**config.mk**
```make
export PLATFORM = sky130hd
export DESIGN_NAME = alu_op_sequencer
export DESIGN_NICKNAME = d
export VERILOG_FILES = /design/src/rtl/ecc_pkg.sv /design/src/rtl/ecc_regfile.sv /design/src/rtl/alu_op_sequencer.sv
export SDC_FILE = /design/constraint.sdc
export NUM_CORES = 2
export LEC_CHECK = 0
export CAP_MARGIN = 20
export CELL_PAD_IN_SITES_DETAIL_PLACEMENT = 1
export CELL_PAD_IN_SITES_GLOBAL_PLACEMENT = 2
export CORE_UTILIZATION = 41
export CTS_CLUSTER_DIAMETER = 50
export DETAILED_ROUTE_END_ITERATION = 8
export PLACE_DENSITY = 0.84
export SYNTH_ARGS = -nofsm -noshare
export SYNTH_HDL_FRONTEND = slang
export SYNTH_SLANG_ARGS = --single-unit
```
**constraint.sdc**
```tcl
create_clock -name clk -period 3.3 [get_ports clk]
set_clock_uncertainty 0.2 [all_clocks]
set_input_delay 0.66 -clock clk [delete_from_list [all_inputs] [get_ports clk]]
set_output_delay 0.66 -clock clk [all_outputs]
set_load 0.02 [all_outputs]
```
**src/rtl/ecc_pkg.sv**
```systemverilog
// Shared definitions for the ECC datapath: ALU op codes, sequencer states
// and default operand/register-file geometry.
package ecc_pkg;

  localparam int ECC_DATA_W     = 128;
  localparam int ECC_REG_ADDR_W = 3;

  typedef enum logic [1:0] {
    OP_ADD  = 2'b00,
    OP_MULT = 2'b01,
    OP_SQR  = 2'b10,
    OP_ILL  = 2'b11
  } alu_op_e;

  typedef enum logic [1:0] {
    ST_IDLE  = 2'b00,
    ST_ISSUE = 2'b01,
    ST_WAIT  = 2'b10,
    ST_RESP  = 2'b11
  } seq_state_e;

endpackage

```
**src/rtl/ecc_regfile.sv**
```systemverilog
// Operand register file: per-entry synchronous write with ALU writeback taking
// priority over a host write to the same index, async clear, three async reads.
module ecc_regfile
  import ecc_pkg::*;
#(
  parameter int DATA_W     = ECC_DATA_W,
  parameter int REG_ADDR_W = ECC_REG_ADDR_W
) (
  input  logic                  clk,
  input  logic                  rst,
  input  logic                  wb_en,
  input  logic [REG_ADDR_W-1:0] wb_addr,
  input  logic [DATA_W-1:0]     wb_data,
  input  logic                  host_wr_en,
  input  logic [REG_ADDR_W-1:0] host_wr_addr,
  input  logic [DATA_W-1:0]     host_wr_data,
  input  logic [REG_ADDR_W-1:0] rd_a_addr,
  output logic [DATA_W-1:0]     rd_a_data,
  input  logic [REG_ADDR_W-1:0] rd_b_addr,
  output logic [DATA_W-1:0]     rd_b_data,
  input  logic [REG_ADDR_W-1:0] host_rd_addr,
  output logic [DATA_W-1:0]     host_rd_data
);

  localparam int DEPTH = 1 << REG_ADDR_W;

  logic [DATA_W-1:0] rf_r [DEPTH];

  // Entry update: writeback beats a host write aimed at the same index.
  always_ff @(posedge clk or negedge rst) begin
    if (!rst) begin
      for (int i = 0; i < DEPTH; i++) begin
        rf_r[i] <= {DATA_W{1'b0}};
      end
    end else begin
      for (int i = 0; i < DEPTH; i++) begin
        if (wb_en && (wb_addr == REG_ADDR_W'(i))) begin
          rf_r[i] <= wb_data;
        end else if (host_wr_en && (host_wr_addr == REG_ADDR_W'(i))) begin
          rf_r[i] <= host_wr_data;
        end
      end
    end
  end

  assign rd_a_data    = rf_r[rd_a_addr];
  assign rd_b_data    = rf_r[rd_b_addr];
  assign host_rd_data = rf_r[host_rd_addr];

endmodule

```
**src/rtl/alu_op_sequencer.sv**
```systemverilog
// Single-command initiator for the GF(2^128) ALU: capture operands, pulse an
// enable, await done, write back, respond. Build macro SEQ_TIMEOUT_EN adds a WAIT abort.
module alu_op_sequencer
  import ecc_pkg::*;
#(
  parameter int DATA_W         = ECC_DATA_W,
  parameter int REG_ADDR_W     = ECC_REG_ADDR_W,
  parameter int TIMEOUT_CYCLES = 255
) (
  input  logic                  clk,
  input  logic                  rst,
  input  logic                  cmd_valid,
  output logic                  cmd_ready,
  input  logic [1:0]            cmd_op,
  input  logic [REG_ADDR_W-1:0] cmd_src_a,
  input  logic [REG_ADDR_W-1:0] cmd_src_b,
  input  logic [REG_ADDR_W-1:0] cmd_dst,
  output logic                  rsp_valid,
  output logic                  rsp_err,
  output logic [DATA_W-1:0]     rsp_data,
  input  logic                  host_wr_en,
  input  logic [REG_ADDR_W-1:0] host_wr_addr,
  input  logic [DATA_W-1:0]     host_wr_data,
  input  logic [REG_ADDR_W-1:0] host_rd_addr,
  output logic [DATA_W-1:0]     host_rd_data,
  output logic [DATA_W-1:0]     alu_da,
  output logic [DATA_W-1:0]     alu_db,
  output logic                  alu_mult_enable,
  output logic                  alu_add_enable,
  output logic                  alu_sqr_enable,
  input  logic [DATA_W-1:0]     alu_result,
  input  logic                  alu_done
);

  seq_state_e            state_r, state_s;
  logic                  accept_s, wb_en_s, timeout_s;
  logic                  cmd_ready_r, err_r, rsp_valid_r, rsp_err_r;
  logic                  add_en_r, mult_en_r, sqr_en_r;
  logic [REG_ADDR_W-1:0] dst_r;
  logic [DATA_W-1:0]     result_r, rsp_data_r, alu_da_r, alu_db_r;
  logic [DATA_W-1:0]     rd_a_s, rd_b_s;

  ecc_regfile #(
    .DATA_W     (DATA_W),
    .REG_ADDR_W (REG_ADDR_W)
  ) u_regfile (
    .clk          (clk),
    .rst          (rst),
    .wb_en        (wb_en_s),
    .wb_addr      (dst_r),
    .wb_data      (alu_result),
    .host_wr_en   (host_wr_en),
    .host_wr_addr (host_wr_addr),
    .host_wr_data (host_wr_data),
    .rd_a_addr    (cmd_src_a),
    .rd_a_data    (rd_a_s),
    .rd_b_addr    (cmd_src_b),
    .rd_b_data    (rd_b_s),
    .host_rd_addr (host_rd_addr),
    .host_rd_data (host_rd_data)
  );

`ifdef SEQ_TIMEOUT_EN
  localparam int CNT_W = ($clog2(TIMEOUT_CYCLES + 1) > 8) ? $clog2(TIMEOUT_CYCLES + 1) : 8;

  logic [CNT_W-1:0] wait_cnt_r;

  // WAIT-cycle counter, held at zero outside WAIT so it restarts on every entry.
  always_ff @(posedge clk or negedge rst) begin
    if (!rst) begin
      wait_cnt_r <= {CNT_W{1'b0}};
    end else if (state_r != ST_WAIT) begin
      wait_cnt_r <= {CNT_W{1'b0}};
    end else begin
      wait_cnt_r <= wait_cnt_r + {{(CNT_W-1){1'b0}}, 1'b1};
    end
  end

  assign timeout_s = (state_r == ST_WAIT) && !alu_done &&
                     (wait_cnt_r == CNT_W'(TIMEOUT_CYCLES - 1));
`else
  // Without the abort path the limit is irrelevant; this is constant false.
  assign timeout_s = (TIMEOUT_CYCLES < 0);
`endif

  // Next-state decode; alu_done is only honoured in WAIT.
  always_comb begin
    state_s  = state_r;
    accept_s = 1'b0;
    wb_en_s  = 1'b0;
    case (state_r)
      ST_IDLE: begin
        if (cmd_valid && cmd_ready_r) begin
          accept_s = 1'b1;
          if (cmd_op == OP_ILL) begin
            state_s = ST_RESP;
          end else begin
            state_s = ST_ISSUE;
          end
        end else begin
          state_s = ST_IDLE;
        end
      end
      ST_ISSUE: state_s = ST_WAIT;
      ST_WAIT: begin
        if (alu_done) begin
          wb_en_s = 1'b1;
          state_s = ST_RESP;
        end else if (timeout_s) begin
          state_s = ST_RESP;
        end else begin
          state_s = ST_WAIT;
        end
      end
      ST_RESP: state_s = ST_IDLE;
      default: state_s = ST_IDLE;
    endcase
  end

  // State, operand capture and registered outputs.
  always_ff @(posedge clk or negedge rst) begin
    if (!rst) begin
      state_r     <= ST_IDLE;
      cmd_ready_r <= 1'b1;
      add_en_r    <= 1'b0;
      mult_en_r   <= 1'b0;
      sqr_en_r    <= 1'b0;
      dst_r       <= {REG_ADDR_W{1'b0}};
      alu_da_r    <= {DATA_W{1'b0}};
      alu_db_r    <= {DATA_W{1'b0}};
      err_r       <= 1'b0;
      result_r    <= {DATA_W{1'b0}};
      rsp_valid_r <= 1'b0;
      rsp_err_r   <= 1'b0;
      rsp_data_r  <= {DATA_W{1'b0}};
    end else begin
      state_r     <= state_s;
      cmd_ready_r <= (state_s == ST_IDLE);
      add_en_r    <= accept_s && (cmd_op == OP_ADD);
      mult_en_r   <= accept_s && (cmd_op == OP_MULT);
      sqr_en_r    <= accept_s && (cmd_op == OP_SQR);
      if (accept_s) begin
        dst_r    <= cmd_dst;
        alu_da_r <= rd_a_s;
        alu_db_r <= (cmd_op == OP_SQR) ? {DATA_W{1'b0}} : rd_b_s;
        err_r    <= (cmd_op == OP_ILL);
        result_r <= {DATA_W{1'b0}};
      end else if (wb_en_s) begin
        result_r <= alu_result;
      end else if (timeout_s) begin
        err_r    <= 1'b1;
      end
      rsp_valid_r <= (state_r == ST_RESP);
      rsp_err_r   <= (state_r == ST_RESP) && err_r;
      rsp_data_r  <= (state_r == ST_RESP) ? result_r : {DATA_W{1'b0}};
    end
  end

  assign cmd_ready       = cmd_ready_r;
  assign rsp_valid       = rsp_valid_r;
  assign rsp_err         = rsp_err_r;
  assign rsp_data        = rsp_data_r;
  assign alu_da          = alu_da_r;
  assign alu_db          = alu_db_r;
  assign alu_add_enable  = add_en_r;
  assign alu_mult_enable = mult_en_r;
  assign alu_sqr_enable  = sqr_en_r;

endmodule

```
Figure 1. Cell classes on the final placement.
Fill, decap, tap and diode cells in grey.
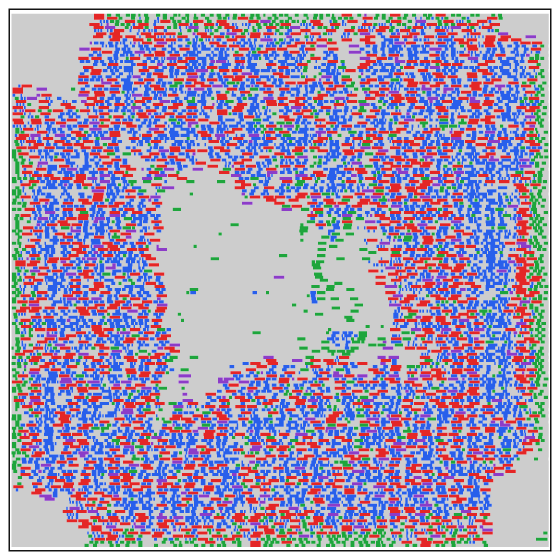
| class | colour | cells | share of their area |
|---|---|---|---|
| other buffers and delay cells | green | 1,239 | 12% |
| all other logic | blue | 4,927 | 46% |
| clock drivers and dummy loads | purple | 405 | 6.9% |
| flops | red | 1,548 | 35% |
core area: 223,000 µm²
design area: 114,800 µm²
Seq/total area: 33.77%
cell row count: 173
fin util: 51.51%

Figure 2. Power grid.
Scale bar: 100 µm. Pins as bars on the die edge. Tap cells in grey.
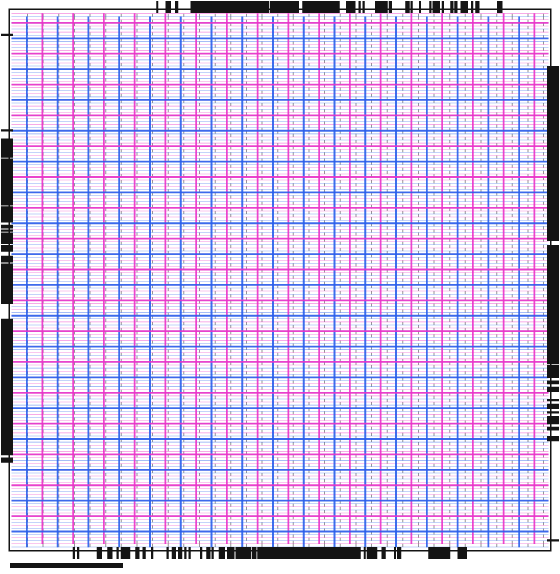
| net | colour |
|---|---|
| VDD | magenta |
| VSS | blue |
met1 rails: 174
met4 straps: 34
met5 straps: 34
peak supply drop: 0.5317 mV
Die Ht: 476.5 µm
Die Wd: 476.5 µm

Figure 3. Wires at chosen ports, followed through buffers.
Scale bar: 100 µm.
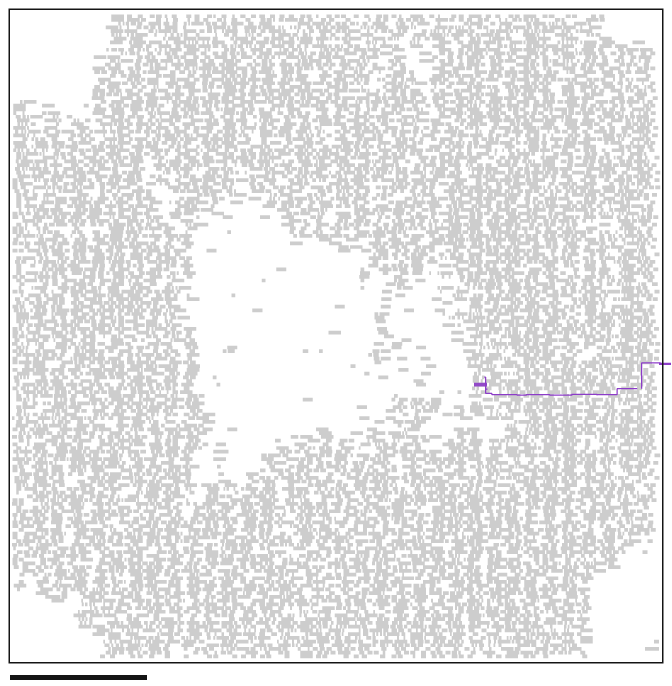
| port | colour | bits | direction | edge | end cells | buffers | wire |
|---|---|---|---|---|---|---|---|
| cmd_ready | purple | 1 | output | right | 1 | 1 | 167 µm |
I/O pin count: 796
IO Port Bufs: 795

Figure 4. Cell outlines without signal wires.
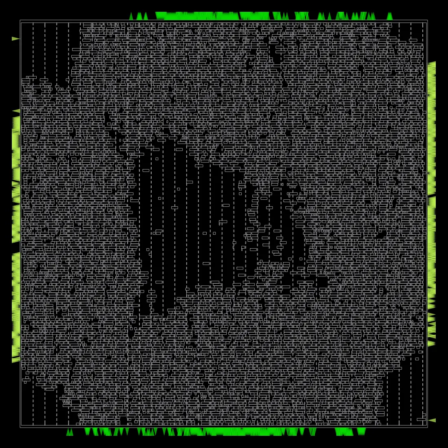
fillers: 22,100
seq_cells: 1,548
Tap Cells: 2,975
fin cells: 11,130

Figure 5. Wiring heat map.
24 x 24 tiles, from dark blue (low) to red (high), scaled to the fullest tile. Values are wire area over tile area, all layers added.
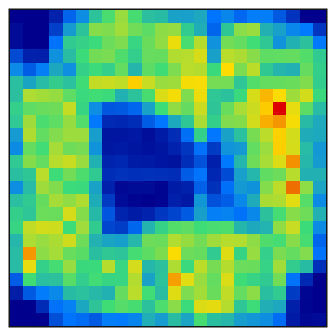
tiles over half the peak: 43%
fullest tile: 0.64
nearly empty tiles: 4.3%
emptiest ninth of the die: middle
Routed WL: 374,500 µm
WL per Instance: 33.66 µm

==> changes_impl.md <==
## Flow update

* Die Size at approximately 230,000 µm²
* Asr flop ratio synth at 100.0%
* Routed Antenna Nets at 0
* Final Max Tran Viols at 0
* Comb area at 50,910 µm²
* Switching Share at 36.60%
* WP data arrival at 2.40 ns
* Kind of cell adding the most delay to the critical path: multiplexers
* Post-layout period usage at 98.70%
* Most numerous logic cell after layout: mux2_2
* Yosys Instances at 7,097
* FF+latch count, synth at 1,548
* Worst R2R End: u_regfile.rf_r[833]
* Syn Area/Cell at 13.01 µm²
* Worst slew pin tran at 0.9641 ns
* Largest net degree at the start of global routing at 132
* Initial DRC Count at 6,414
* Total gr overflow at 0
* Fp_density at between 40% and 50%
* Area fraction in xor and xnor cells at 0%
* CP bufs+invs at 1
* Status: finished clean
* Clock share of power at 23.4%
* Crit path largest cell delay at 0.47 ns
* Post-Place Cell Area at 106,900 µm²
* Routability cong. at approximately 0.9
* Multiplexer share at 45.33%
* Vias at 70,860
* Yosys warns at 0
* Flop pwr share at 35.7%
* Setup crit end kind: primary output
* PwrDens at 920.7 nW/µm²
* Syn Inst Count at 7,097
* Register Area at around 39,000 µm²
* Critical path launch point type: flip-flop
* RSZ-0062 raised after global routing: false
* Final Total Pwr at between 100 and 150 mW
* Reg-to-Reg Start: state_r[0]
* Combinational share of power at 40.8%
* Post-DP HPWL at 245,800 µm
* Clock Path Buffers at 3
* Main synth FF type: dfrtp_1
* Final hold vios at 0
* Worst path cell trace: mux4_2 -> mux2_2 -> clkdlybuf4s15_2
* Area Growth Syn to Fin at 24.41%
* TritonCTS Sinks at 1,548
* Post-DR vias/cell at roughly 6.4
* Nets at 8,213
* TritonCTS buffer count at about 220
* Leakage power at slightly below 50 nW
* Initial antenna violation count at 50
* Number of enable flip-flop cells at 0
* Adder share at 0.05422%
* Worst-case reg-to-reg path depth at 7
* Slew Limit Headroom at 35.73%
* Switching pwr at 38.70 mW
* Crit. Startpoint: u_regfile.rf_r[898]
* Worst hold path type: in -> async
* Share of post-route cells with drive strength above 1 at 49.41%
* Slowest cell on the critical path: mux4_2
* Placed insts at 10,660
* Clk root buf: clkbuf_16
* Minimum clock period at 3.257 ns
* Total track usage at 32.47%
* Achievable Freq at 307.0 MHz
* WHS at 0.2083 ns
* Reg clk slew, reported paths at 0.06 ns
* First-pass GRT wire length at ~550,000 µm
* R2r setup slk at 0.61 ns
* Worst-Skew Late Latency at 0.87 ns
* H-Tree Depth at 4
* Logic family by area: multiplexers
* Vias in the first global route at 76,170
* Pint at roughly 67 mW
* Mapped Nets at 7,379
* Post-Synth Simple-Gate Area at 3.822%
* DR pass1 iterations at 6
* Unique cell type count in the Yosys netlist at 39
* Post-synthesis sequential area ratio at between 40% and 50%
* Crit Path Category: reg -> out
* DRC viols at 0
* AND-OR/OR-AND Cells, Area Fraction at 5.740%
* Tally of OpenROAD warnings at 42
* Final Setup Violations at 0
* Post-synth area from yosys stat at 92,310 µm²
* Worst Path Max Fanout at 4
* Mapped cell area at 92,310 µm²
* CTS tree: built
* Crit path DRT at approximately 2.4 ns
* Number of max-cap violations at 0
* Top cells excl fill/tap: mux2_2 (2,532), dfrtp_1 (1,514), clkdlybuf4s50_1 (659), nand2_1 (525), mux4_2 (384)
==> worst reg2reg max path, stage by stage (launching register included) <==
cell and delay, ns:
dfrtp_1 0.40, inv_1 0.12, ha_1 0.22, and2b_1 0.32, or3b_4 0.45, buf_12 0.20
buf_12 0.27, mux2_4 0.34
==> layer usage <==
| metal | track usage (%) | up-vias | wire [µm] |
|---|---|---|---|
| met5 | 0 | - | 196 |
| met4 | 14.27 | 32 | 15660 |
| met3 | 7.075 | 816 | 30850 |
| met2 | 50.62 | 3504 | 172400 |
| met1 | 43.37 | 37940 | 155300 |
| li1 | - | 28570 | - |
==> metrics by stage <==
step           utilization (%)  TNS, ns  setup WS [ns]
2_1_floorplan                -        0         0.2446
3_3_place_gp             47.94   -18.17        -0.2351
3_5_place_dp             47.94   -19.86        -0.2645
4_1_cts                  51.48        0      0.0008589
5_1_grt                  51.50        0      0.0006397
6_report                 51.51        0        0.04283
==> cell usage after synthesis, drive strengths merged (3+ instances only) <==
cell	number	area [µm²]
ha	4	50.05
nand4b	3	26.28
clkbuf	265	994.7
buf	357	1847
mux4	384	8648
mux2i	256	2562
nand2b	3	18.77
nor2b	4	25.02
nor3b	3	22.52
a21oi	128	640.6
o31ai	255	1914
nand3	5	25.02
nor2	130	488.0
dfrtp	1547	38710
mux2	2687	30630
a22o	128	1121
o22ai	255	1595
nand2	532	1997
and4bb	3	37.54
and2	130	813.3
==> worst max-delay path by stage <==
stage,endpoint,slack (ns),cells after the start
global route,host_rd_data[1],0.0006,3
detailed placement,host_rd_data[37],-0.26,6
CTS,host_rd_data[126],0.0009,3
floorplan,host_rd_data[100],0.24,5
global placement,host_rd_data[37],-0.24,6
finish,host_rd_data[2],0.04,3
==> flip-flops by register name (all words and copies together), names as in the netlist <==
name and count:
cmd_ready 1, rsp_err 1, u_regfile.rf_r 1024, rsp_valid 1
alu_da 128, alu_sqr_enable 1, rsp_data 128, err_r 1
state_r 2, dst_r 3, alu_add_enable 1, alu_mult_enable 1
result_r 128, alu_db 128
==> logic make-up (layout without fill, tap and decap cells) <==
kind of cell    after synthesis  in the layout
other cells                   0             33
buf+inv                     624           1646
simple gates                824            824
compound gates              770            770
mux                        3327           3327
flops                      1548           1548
fa+ha+maj                     4              4
==> cell type report <==
class / instances / share of cell area [%]
antenna: 33 / 0.07191
clock inverter: 136 / 1.535
multi-input combinational: 4925 / 44.33
sequential: 1548 / 33.77
tap: 2975 / 3.241
clock buffer: 269 / 5.133
inverter: 2 / 0.006537
timing repair buffer: 1239 / 11.91
==> power groups by stage <==
stage	sequential (mW)	clock, mW	combinational (mW)
after floorplan	34.8	0	27.3
after global placement	36.6	0	40.9
after detailed placement	37.3	0	42.6
after CTS	37.1	25.1	43.1
after global routing	38.4	25.8	45.8
final	37.8	24.8	43.2
==> timing repair <==
action | 4_1_cts | 5_1_grt
endpoints found under the setup margin | 126 | 8
resized | 415 | 8
hold endpoints to repair | 94 | 0
setup buffers | 31 | 0
hold buffers | 2 | 0
Power is estimated from default activity; no workload was simulated.
